<file path="config.mk">
export PLATFORM = sky130hd
export DESIGN_NAME = vga_timing_gen
export DESIGN_NICKNAME = d
export VERILOG_FILES = /design/src/rtl/vga_timing_pkg.sv /design/src/rtl/vga_sync_axis.sv /design/src/rtl/vga_timing_gen.sv
export SDC_FILE = /design/constraint.sdc
export NUM_CORES = 1
export LEC_CHECK = 0
export CAP_MARGIN = 15
export CORE_MARGIN = 2
export CORE_UTILIZATION = 45
export CTS_CLUSTER_DIAMETER = 100
export DETAILED_ROUTE_END_ITERATION = 8
export DONT_BUFFER_PORTS = 1
export SLEW_MARGIN = 20
export SYNTH_ARGS = -nofsm -noshare
export SYNTH_HDL_FRONTEND = slang
export SYNTH_SLANG_ARGS = --single-unit
</file>
<file path="constraint.sdc">
create_clock -name iClk -period 3.2 [get_ports iClk]
set_input_delay 0.32 -clock iClk [delete_from_list [all_inputs] [get_ports iClk]]
set_output_delay 0.32 -clock iClk [all_outputs]
set_load 0.03 [all_outputs]
</file>
<file path="src/rtl/vga_timing_pkg.sv">
// Default 640x480@60 raster timing shared by the display-path blocks.
package vga_timing_pkg;

   localparam int unsigned VGA_WIDTH    = 640;
   localparam int unsigned VGA_H_FP     = 16;
   localparam int unsigned VGA_H_PW     = 96;
   localparam int unsigned VGA_H_BP     = 48;
   localparam int unsigned VGA_HEIGHT   = 480;
   localparam int unsigned VGA_V_FP     = 10;
   localparam int unsigned VGA_V_PW     = 2;
   localparam int unsigned VGA_V_BP     = 33;
   localparam int unsigned VGA_CLK_DIV  = 4;
   localparam bit          VGA_SYNC_POL = 1'b0;

   function automatic logic sync_level(input logic asserted, input logic pol);
      return asserted ? pol : ~pol;
   endfunction

endpackage

</file>
<file path="src/rtl/vga_sync_axis.sv">
// One raster axis: wrap counter with registered sync and look-ahead active decode.
module vga_sync_axis
   import vga_timing_pkg::*;
#(
   parameter int unsigned ACTIVE   = VGA_WIDTH,
   parameter int unsigned FP       = VGA_H_FP,
   parameter int unsigned PW       = VGA_H_PW,
   parameter int unsigned BP       = VGA_H_BP,
   parameter bit          SYNC_POL = VGA_SYNC_POL,
   localparam int unsigned TOT     = ACTIVE + FP + PW + BP,
   localparam int unsigned CW      = $clog2(TOT)
) (
   input  logic          iClk,
   input  logic          iRstN,
   input  logic          en,
   output logic [CW-1:0] count,
   output logic [CW-1:0] count_next,
   output logic          at_end,
   output logic          active_next,
   output logic          sync
);

   localparam logic [CW-1:0] LAST       = CW'(TOT - 1);
   localparam logic [CW-1:0] ACT_LIM    = CW'(ACTIVE);
   localparam logic [CW-1:0] SYNC_START = CW'(ACTIVE + FP);
   localparam logic [CW-1:0] SYNC_END   = CW'(ACTIVE + FP + PW - 1);

   logic sync_next;

   always_comb begin
      at_end = (count == LAST);
      if (!en) begin
         count_next = count;
      end else if (at_end) begin
         count_next = '0;
      end else begin
         count_next = count + 1'b1;
      end
      active_next = (count_next < ACT_LIM);
      sync_next   = sync_level((count_next >= SYNC_START) && (count_next <= SYNC_END),
                               SYNC_POL);
   end

   always_ff @(posedge iClk or negedge iRstN) begin
      if (!iRstN) begin
         count <= '0;
         sync  <= ~SYNC_POL;
      end else if (en) begin
         count <= count_next;
         sync  <= sync_next;
      end
   end

endmodule

</file>
<file path="src/rtl/vga_timing_gen.sv">
// VGA raster timing: pixel enable, H/V counters, active flag, syncs and frame pulse.
module vga_timing_gen
   import vga_timing_pkg::*;
#(
   parameter int unsigned WIDTH    = VGA_WIDTH,
   parameter int unsigned H_FP     = VGA_H_FP,
   parameter int unsigned H_PW     = VGA_H_PW,
   parameter int unsigned H_BP     = VGA_H_BP,
   parameter int unsigned HEIGHT   = VGA_HEIGHT,
   parameter int unsigned V_FP     = VGA_V_FP,
   parameter int unsigned V_PW     = VGA_V_PW,
   parameter int unsigned V_BP     = VGA_V_BP,
   parameter int unsigned CLK_DIV  = VGA_CLK_DIV,
   parameter bit          SYNC_POL = VGA_SYNC_POL,
   localparam int unsigned H_TOT   = WIDTH + H_FP + H_PW + H_BP,
   localparam int unsigned V_TOT   = HEIGHT + V_FP + V_PW + V_BP,
   localparam int unsigned HW      = $clog2(H_TOT),
   localparam int unsigned VW      = $clog2(V_TOT)
) (
   input  logic          iClk,
   input  logic          iRstN,
   output logic          oPixelTick,
   output logic [HW-1:0] oCountH,
   output logic [VW-1:0] oCountV,
   output logic          oActive,
   output logic          oHSync,
   output logic          oVSync,
   output logic          oFrameTick
);

   localparam int unsigned   DW         = (CLK_DIV > 1) ? $clog2(CLK_DIV) : 1;
   localparam logic [DW-1:0] DIV_LAST   = DW'(CLK_DIV - 1);
   localparam logic [VW-1:0] BLANK_LINE = VW'(HEIGHT);

   logic [DW-1:0] div_q;
   logic          tick_q;
   logic          active_q;
   logic          frame_q;

   logic [HW-1:0] h_next;
   logic [VW-1:0] v_next;
   logic          h_at_end, v_at_end;
   logic          h_act_next, v_act_next;
   logic          v_en;

   always_ff @(posedge iClk or negedge iRstN) begin
      if (!iRstN) begin
         div_q  <= '0;
         tick_q <= 1'b0;
      end else begin
         tick_q <= (div_q == DIV_LAST);
         div_q  <= (div_q == DIV_LAST) ? '0 : div_q + 1'b1;
      end
   end

   assign v_en = tick_q & h_at_end;

   vga_sync_axis #(
      .ACTIVE   (WIDTH),
      .FP       (H_FP),
      .PW       (H_PW),
      .BP       (H_BP),
      .SYNC_POL (SYNC_POL)
   ) u_h_axis (
      .iClk        (iClk),
      .iRstN       (iRstN),
      .en          (tick_q),
      .count       (oCountH),
      .count_next  (h_next),
      .at_end      (h_at_end),
      .active_next (h_act_next),
      .sync        (oHSync)
   );

   vga_sync_axis #(
      .ACTIVE   (HEIGHT),
      .FP       (V_FP),
      .PW       (V_PW),
      .BP       (V_BP),
      .SYNC_POL (SYNC_POL)
   ) u_v_axis (
      .iClk        (iClk),
      .iRstN       (iRstN),
      .en          (v_en),
      .count       (oCountV),
      .count_next  (v_next),
      .at_end      (v_at_end),
      .active_next (v_act_next),
      .sync        (oVSync)
   );

   // Active only reloads with the counters, so pixel (0,0) after reset stays blanked.
   always_ff @(posedge iClk or negedge iRstN) begin
      if (!iRstN) begin
         active_q <= 1'b0;
         frame_q  <= 1'b0;
      end else begin
         frame_q <= v_en & (v_next == BLANK_LINE);
         if (tick_q) begin
            active_q <= h_act_next & v_act_next;
         end
      end
   end

   assign oPixelTick = tick_q;
   assign oActive    = active_q;
   assign oFrameTick = frame_q;

endmodule

</file>
**Port wiring**

Scale bar: 20 µm.
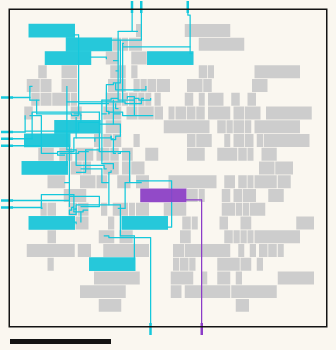
| color | port | bits | direction | edge | end cells | buffers | wire |
|---|---|---|---|---|---|---|---|
| cyan | `oCountH` | 10 | output | 6 west, 3 north, 1 south | 10 | 5 | 529 µm |
| purple | `oFrameTick` | 1 | output | south | 1 | 0 | 27.9 µm |

**Cell placement**

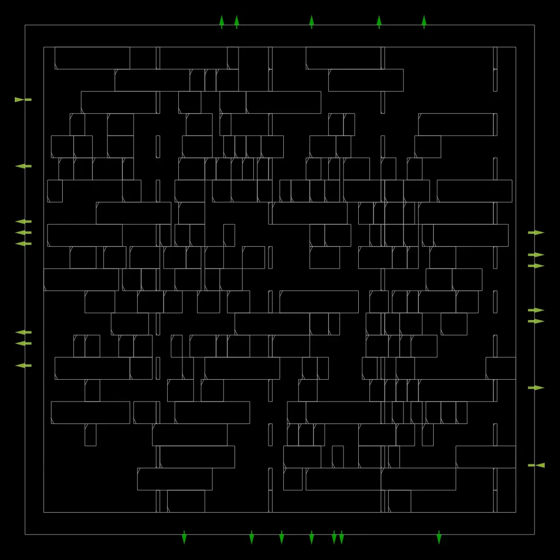
post-layout util: 51.63%
seq_cells: 27

==> impl_metrics.py <==
# Generated from Yosys and OpenROAD reports
metrics = {
    "status": {
        "status": "completed",
    },
    "logic_synthesis": {
        "top_cells_by_area": "dfrtp_1 (41%), nand2_1 (4.4%), o21ai_0 (3.9%)",
        "synth.avg_cell_area_um2": 9.183,
        "netlist_area_um2": 1543,
        "synth_warnings": 0,
        "ys_chip_area_um2": 1543,
        "ys_ff": 27,
        "synth_top_cell_by_area": "dfrtp_1",
        "yosysTopAreaCellShare_pct": 40.55,
        "yosysUniqueCellTypes": 41,
        "syn_nets": 174,
        "synth_cells": 168,
    },
    "global_route": {
        "gr-usage-all-layers_pct": 19.61,
        "grt_max_degree": 28,
        "grt_pass1_wl_mm": 6.154,
        "grt_pass1_vias": 1250,
        "overflow": 0,
    },
    "die": {
        "die_y_um": 62.55,
        "row_count": 21,
        "core_util_floorplan_pct": 46.60,
        "fp.dieW_um": 62.55,
        "coreArea_um2": 3311,
        "io_pins": 27,
        "dieArea_um2": 3913,
    },
    "cts": {
        "clkTransAtPathRegs_ns": 0.14,
        "cts_root_buf": "clkbuf_4",
        "post_cts_buffers": 0,
        "cts_max_path_buffers": 2,
        "htree_levels": 1,
        "cts_tree": "built",
        "postCtsHoldBufs": 2,
        "cts_resized": 0,
    },
    "layout": {
        "multiInputGateArea_um2": 808.3,
        "final_cell_mix": "dfrtp_1 (25), nand2_1 (18), nor2_1 (15), o21ai_0 (12), buf_4 (11)",
        "instances_no_fill": 225,
        "seq_area_um2": 678.2,
        "drive_gt1_share_pct": 13.41,
        "lay_top_count": "dfrtp_1",
        "stdcell_area_um2": 1709,
        "insertedDiodeCount": 0,
        "area_growth_pct": 10.79,
        "num-nets-final": 186,
    },
    "flow_run": {
        "warnings": 27,
    },
    "placed_design": {
        "dp_hpwl_mm": 2.659,
        "placed_cell_area_um2": 1653,
        "dp_slack_ns": 0.6498,
        "gp_congestion": 0.8947,
        "place_inst": 219,
    },
    "setup_path": {
        "regToRegStartpoint": "u_v_axis.count[1]$_DFFE_PN0N_",
        "startpoint": "u_v_axis.count[1]$_DFFE_PN0N_",
        "cp_max_fo": 9,
        "end_kind": "flip-flop",
        "critPathKind": "reg -> reg",
        "ff2ff_path_depth": 8,
        "worstPathArrival_ns": 2.85,
        "r2r_slack_ns": 0.61,
    },
    "power_and_ir_drop": {
        "p_int_w": 0.0003934,
        "seqPwrFrac_pct": 68.6,
        "vdd_ir_drop_max_mv": 0.1489,
        "leakage_nw": 0.6637,
        "comb_power_share_pct": 2.1,
        "power_frac_clock_pct": 29.3,
        "swShare_pct": 20.93,
    },
    "route": {
        "num_vias": 1326,
        "drc": 0,
        "routed_wl_mm": 3.617,
        "drt_pass1_iterations": 5,
        "viasPerCell": 5.893,
        "drtIter0Drc": 141,
    },
    "timing": {
        "min_period_ns": 2.592,
        "fin_tns_setup_ns": 0,
        "max_freq_mhz": 385.8,
        "setup_ws_ns": 0.6077,
        "setup_viol": 0,
        "maxSlewViolCount": 0,
        "fin_crit_sh_pct": 81.01,
        "worst_pin_slew_ns": 0.6193,
        "finalHoldViolCount": 0,
    },
    "worst_hold_path": {
        "min_path_type": "in -> async",
    },
}
==> power by group through the flow <==
| stage | sequential, W | combinational (W) | clock (W) |
|---|---|---|---|
| CTS | 0.000341 | 0.0000112 | 0.000155 |
| global placement | 0.000348 | 0.000000000285 | 0 |
| global route | 0.000342 | 0.0000120 | 0.000168 |
| floorplan | 0.000348 | 0.000000000244 | 0 |
| finish | 0.000341 | 0.0000103 | 0.000146 |
| detailed placement | 0.000348 | 0.000000000285 | 0 |
==> cells in the mapped netlist, drive strengths merged <==
cell type and n:
dfrtp 25, nand2 18, nor2 15, o21ai 13
nand3 8, nor3 8, a21oi 7, inv 7
or3 5, xnor2 5, clkbuf 4, ha 4
nand4 4, xor2 4, mux2i 3, nand4b 3
nor4 3, o31ai 3, a31oi 2, and4b 2
buf 2, dfstp 2, o22ai 2, o311ai 2
o41ai 2, or2 2, or3b 2, a211o 1
a22o 1, a22oi 1, and2 1, nand2b 1
nor3b 1, nor4b 1, nor4bb 1, o211ai 1
o21a 1, or4 1
==> sequential cells by signal, summed over array words and instances, names as in the netlist <==
| name | cells |
|---|---|
| div_q | 2 |
| u_h_axis.sync | 1 |
| oFrameTick | 1 |
| oActive | 1 |
| u_v_axis.sync | 1 |
| u_h_axis.count | 10 |
| oPixelTick | 1 |
| u_v_axis.count | 10 |
==> worst max path at each step <==
stage	to	slack, ns	cells past startpoint
CTS	oFrameTick$_DFF_PN0_	0.62	8
detailed placement	oFrameTick$_DFF_PN0_	0.65	8
global route	u_v_axis.sync$_DFFE_PN1N_	0.48	7
floorplan	oFrameTick$_DFF_PN0_	0.68	7
finish	oFrameTick$_DFF_PN0_	0.61	8
global placement	oFrameTick$_DFF_PN0_	0.70	8
==> kinds of logic (layout without fill, tap and decap cells) <==
logic type	after synthesis	count (layout)	synth area share (%)
multiplexers	3	3	1.947
buffers and inverters	13	24	3.649
AND-OR/OR-AND	36	36	14.76
AND/OR/NAND/NOR	76	76	27.33
flip-flops	27	27	43.96
adder cells (fa/ha/maj)	4	4	3.244
XOR/XNOR	9	9	5.109
==> critical path: stages (launching register included) <==
cell	delay (ns)
dfrtp_1	0.35
buf_4	0.20
ha_1	0.29
nand2_1	0.15
or3_1	0.41
or4_4	0.53
a22oi_2	0.21
and4b_1	0.23
nor3b_2	0.16
==> stage by stage <==
stage                     hold WS [ns]  util, %
after floorplan                0.02441        -
after global placement         0.02504    49.92
after detailed placement       0.02520    49.92
after CTS                       0.4065    51.63
after global routing            0.4092    51.63
final                           0.4221    51.63
==> layout make-up <==
class | count | share of cell area, %
inverters | 7 | 1.537
well taps | 46 | 3.367
multi-input cells | 128 | 47.29
repair buffers | 13 | 6.589
flip-flops and latches | 27 | 39.68
clock buffers | 4 | 1.537
==> metal layers <==
| layer | vias to the layer above | GRT usage (%) | part of all wire (%) |
|---|---|---|---|
| li1 | 633 | - | - |
| met1 | 655 | 23.26 | 42 |
| met2 | 34 | 35.08 | 53 |
| met3 | 4 | 4.144 | 4.6 |
| met4 | 0 | 6.667 | 0.91 |
| met5 | - | 0 | 0 |
Power is estimated from default activity; no workload was simulated.
